--- src/rtl/am_dc_injector.sv ---
// am_dc_injector: measures message peak, derives DC = peak/m with a
// sequential restoring divider, and outputs the saturated envelope msg + dc.
module am_dc_injector #(
    parameter int IO_width  = 14,
    parameter int CNT_WIDTH = 32,
    parameter int CNT_NUM   = 3600,
    parameter int DEPTH_W   = 8
) (
    input  logic                       clk,
    input  logic                       rst_n,
    input  logic                       meas_trig,
    input  logic                       cal_trig,
    input  logic [DEPTH_W-1:0]         depth,
    input  logic signed [IO_width-1:0] msg,
    output logic signed [IO_width-1:0] env,
    output logic signed [IO_width-1:0] dc,
    output logic                       busy,
    output logic                       dc_valid
);

    localparam int MAG_W = IO_width - 1;
    localparam int NUM_W = MAG_W + DEPTH_W;
    localparam int IT_W  = $clog2(NUM_W + 1);

    localparam logic [MAG_W-1:0]     MAG_MAX  = '1;
    localparam logic [CNT_WIDTH-1:0] CNT_LAST = CNT_WIDTH'(CNT_NUM - 1);
    localparam logic [IT_W-1:0]      IT_LAST  = IT_W'(NUM_W);

    localparam logic [1:0] S_IDLE = 2'd0;
    localparam logic [1:0] S_MEAS = 2'd1;
    localparam logic [1:0] S_DIV  = 2'd2;

    logic [1:0]                 state;
    logic signed [IO_width-1:0] msg_r;
    logic [MAG_W-1:0]           peak;
    logic                       peak_valid;
    logic [CNT_WIDTH-1:0]       cnt;

    logic [DEPTH_W-1:0]         div_r;
    logic [NUM_W-1:0]           quo;
    logic [DEPTH_W:0]           rem;
    logic [IT_W-1:0]            it;

    logic [MAG_W-1:0]           mag;
    logic [IO_width:0]          sum;
    logic signed [IO_width-1:0] env_nx;
    logic [DEPTH_W:0]           rem_sh;
    logic [DEPTH_W:0]           rem_sub;
    logic                       ge;

    assign busy = (state != S_IDLE);

    // Magnitude of the registered sample; the most negative code saturates.
    always_comb begin
        mag = msg_r[MAG_W-1:0];
        if (msg_r[IO_width-1]) begin
            if (msg_r[MAG_W-1:0] == '0)
                mag = MAG_MAX;
            else
                mag = ~msg_r[MAG_W-1:0] + MAG_W'(1);
        end
    end

    // Envelope sum with one guard bit, clamped to the signed output range.
    always_comb begin
        sum    = {dc[IO_width-1], dc} + {msg_r[IO_width-1], msg_r};
        env_nx = sum[IO_width-1:0];
        if (sum[IO_width] != sum[IO_width-1])
            env_nx = sum[IO_width] ? {1'b1, {MAG_W{1'b0}}}
                                   : {1'b0, MAG_MAX};
    end

    // One restoring-division step: shift in the next numerator bit and
    // subtract the divisor when it fits. The remainder's top bit can only
    // be set when dividing by zero, where it forces a one into the quotient.
    always_comb begin
        rem_sh  = {rem[DEPTH_W-1:0], quo[NUM_W-1]};
        ge      = rem[DEPTH_W] | (rem_sh >= {1'b0, div_r});
        rem_sub = rem_sh - {1'b0, div_r};
    end

    // Sample pipeline: register the message, then the saturated envelope.
    always_ff @(posedge clk or negedge rst_n) begin
        if (!rst_n) begin
            msg_r <= '0;
            env   <= '0;
        end else begin
            msg_r <= msg;
            env   <= env_nx;
        end
    end

    // Control FSM: peak measurement window and sequential DC divider.
    always_ff @(posedge clk or negedge rst_n) begin
        if (!rst_n) begin
            state      <= S_IDLE;
            peak       <= '0;
            peak_valid <= 1'b0;
            cnt        <= '0;
            div_r      <= '0;
            quo        <= '0;
            rem        <= '0;
            it         <= '0;
            dc         <= '0;
            dc_valid   <= 1'b0;
        end else begin
            dc_valid <= 1'b0;
            case (state)
                S_IDLE: begin
                    if (meas_trig) begin
                        state      <= S_MEAS;
                        peak       <= '0;
                        peak_valid <= 1'b0;
                        cnt        <= '0;
                    end else if (cal_trig && peak_valid) begin
                        state <= S_DIV;
                        div_r <= depth;
                        quo   <= {peak, {DEPTH_W{1'b0}}};
                        rem   <= '0;
                        it    <= '0;
                    end
                end
                S_MEAS: begin
                    if (mag > peak)
                        peak <= mag;
                    cnt <= cnt + CNT_WIDTH'(1);
                    if (cnt == CNT_LAST) begin
                        peak_valid <= 1'b1;
                        state      <= S_IDLE;
                    end
                end
                S_DIV: begin
                    if (it != IT_LAST) begin
                        rem <= ge ? rem_sub : rem_sh;
                        quo <= {quo[NUM_W-2:0], ge};
                        it  <= it + IT_W'(1);
                    end else begin
                        if ((div_r == '0) || (|quo[NUM_W-1:MAG_W]))
                            dc <= {1'b0, MAG_MAX};
                        else
                            dc <= {1'b0, quo[MAG_W-1:0]};
                        dc_valid <= 1'b1;
                        state    <= S_IDLE;
                    end
                end
                default: state <= S_IDLE;
            endcase
        end
    end

endmodule

--- config.mk ---
export PLATFORM = sky130hd
export DESIGN_NAME = am_dc_injector
export DESIGN_NICKNAME = d
export VERILOG_FILES = /design/src/rtl/am_dc_injector.sv
export SDC_FILE = /design/constraint.sdc
export NUM_CORES = 1
export LEC_CHECK = 0
export CAP_MARGIN = 10
export CORE_ASPECT_RATIO = 2
export CORE_MARGIN = 5
export CORE_UTILIZATION = 45
export DETAILED_ROUTE_END_ITERATION = 7
export PLACE_DENSITY = 0.68
export SKIP_LAST_GASP = 1
export SLEW_MARGIN = 20
export SYNTH_ARGS = -nofsm -noshare
export SYNTH_HDL_FRONTEND = slang
export SYNTH_SLANG_ARGS = --single-unit
--- constraint.sdc ---
create_clock -name clk -period 8.7 [get_ports clk]
set_input_delay 1.305 -clock clk [delete_from_list [all_inputs] [get_ports clk]]
set_output_delay 1.305 -clock clk [all_outputs]
set_load 0.02 [all_outputs]
final_congestion.png
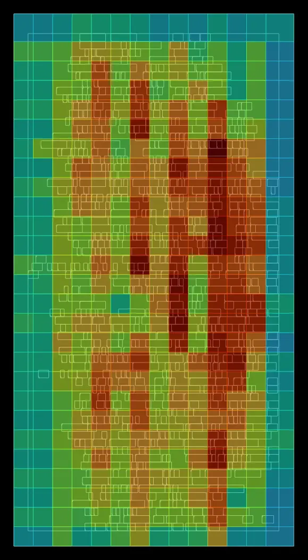
gr busiest metal: met2
grt met1 use: 0.1923
met2 Usage GRT: 0.3842
Layout Utilization: 0.5431

registers.png
The bar under the picture is 20 um long. Other sequential cells in the stronger gray, the rest of the logic in the fainter gray.
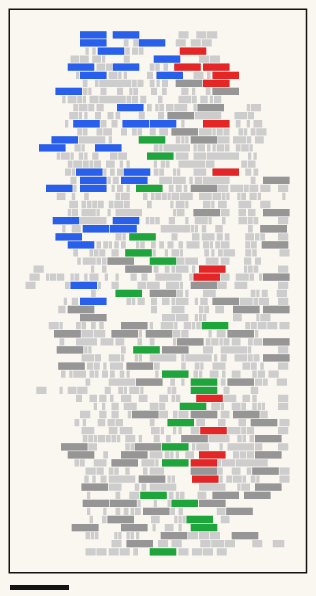
red -> msg_r  # sequential cells 14
blue -> cnt  # sequential cells 32
green -> quo  # sequential cells 21
Reg area: 0.003328 sq mm
Seq/total area: 0.3884
power in sequential cells: 0.701 mW

metal_stack.png
The bar under the picture is 20 um long.
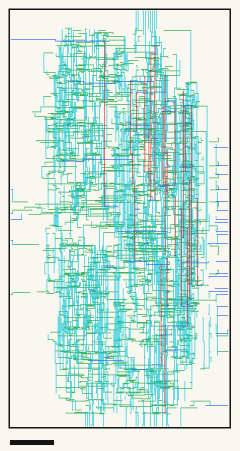
red -> met4  # wire length 1040 um
blue -> met3  # wire length 480 um
green -> met1  # wire length 6390 um
cyan -> met2  # wire length 10300 um
overall global routing resource usage: 0.2011
wire per inst: 17.62 um
routed wire length: 18.22 mm
Via Count: 5884

gate_families.png
The bar under the picture is 20 um long.
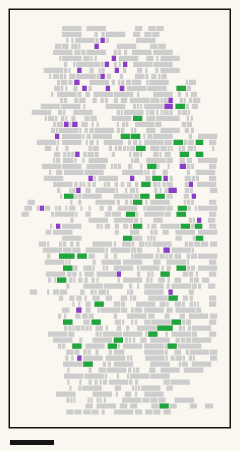
green -> adder and majority cells  # cells 44
purple -> AND and OR gates  # cells 34
combinational share of cell area: 0.4246
post-route non-filler standard cell count: 1034
Commonest Layout Cell: dfrtp_1

zoom.png
The bar under the picture is 5 um long. Window x 40 to 60, y 122 to 142 um. Cells in gray, sequential cells in the stronger gray; small squares are vias.
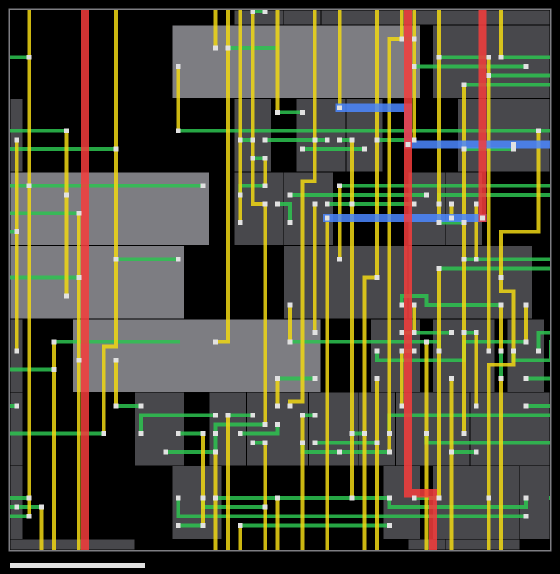
blue -> met3
yellow -> met2
green -> met1
red -> met4
sequential cells in the window = 4
netlist names of flops here include = cnt (2), quo (2)
cells with their middle in the window = 28
most frequent = a21oi_1 (7), nor2_1 (7)

==> results.yml <==
# physical design summary
clock_tree:
  ctsResizeCount: 0
  ctsRootBufferMaster: "clkbuf_16"
  htree_levels: 4
  clkLatencyLatePin_ns: 0.42
  cts_setup_buffers: 0
  cts_tree: "done"
  clock_sinks: 133
  clk_pin_slew_worst_paths_ns: 0.06
  cts_hold_buf: 0
power:
  power.group.top: "clock"
  p_total_mw: 1.749
  clock_power_share: 0.422
  p_seq_frac: 0.401
  power_density_mw_per_mm2: 204.2
  leakage_nw: 3.818
  switching_share: 0.2769
status:
  status: "finished clean"
synthesis:
  synthTopCellsByCount: "dfrtp_1, nand2_1, nor2_1"
  yosys.area.top_type: "dfrtp_1"
  ys_sh_mux: 0.01713
  top_cell_area_share: 0.4603
  netlist_instances: 772
  yosysSeqAreaShare: 0.4603
  enable_flop_cells: 0
  synthesis.nets: 838
  xor_share: 0.04361
  ff_type: "dfrtp_1"
  synthArstFlopShare: 1.000
  adder_share: 0.07683
  synth_cell_types: 65
critical_path:
  path_buffers: 1
  critPathSlowestCell: "o41ai_4"
  worstSetupPathType: "reg -> reg"
  cp-endpoint: "peak[5]$_DFFE_PN0P_"
  end_kind: "flop"
  critical_path.max_fanout: 21
  crit_top_cell: "or3_1"
  required_ns: 9.01
  regToRegSetupSlack_ns: 4.30
  crit_start: "msg_r[6]$_DFF_PN0_"
hold_path:
  hp-start: "peak[8]$_DFFE_PN0P_"
  whs_path_depth: 1
  hp-class: "reg -> reg"
layout:
  ff_count: 133
  largest_reg_flops: 32
  drive_gt1_frac: 0.06963
  final_cell_mix: "dfrtp_1, nand2_1, nor2_1"
  comb_cells: 567
  area_growth_pct: 18.50
  largest-register: "cnt"
  finalNetCount: 886
  inverters: 41
  buffer_area_frac: 0.06849
drt:
  via_per_inst: 5.691
  wl_met3_um: 479
  ant_nets: 0
  drt_iter0_markers: 226
timing:
  hold_ws_ns: 0.4736
  min_period_over_period: 0.5059
  setup_viol: 0
  period_needed_ns: 4.401
  hold_viol: 0
  max_slew_margin: 0.2794
  maxSlewViolCount: 0
global_routing:
  grt_use_met3: 0.03835
  antenna_found_initial: 0
  grt_pass1_wl_mm: 29.70
  overflow: 0
  grt_max_degree: 70
die:
  fp-utilization: 0.4583
  coreArea_sq_mm: 0.01578
  die_height_um: 189.3
  taps: 201
placement:
  place_congestion: 0.8577
  place_inst: 1002
Power and IR drop assume default switching activity.
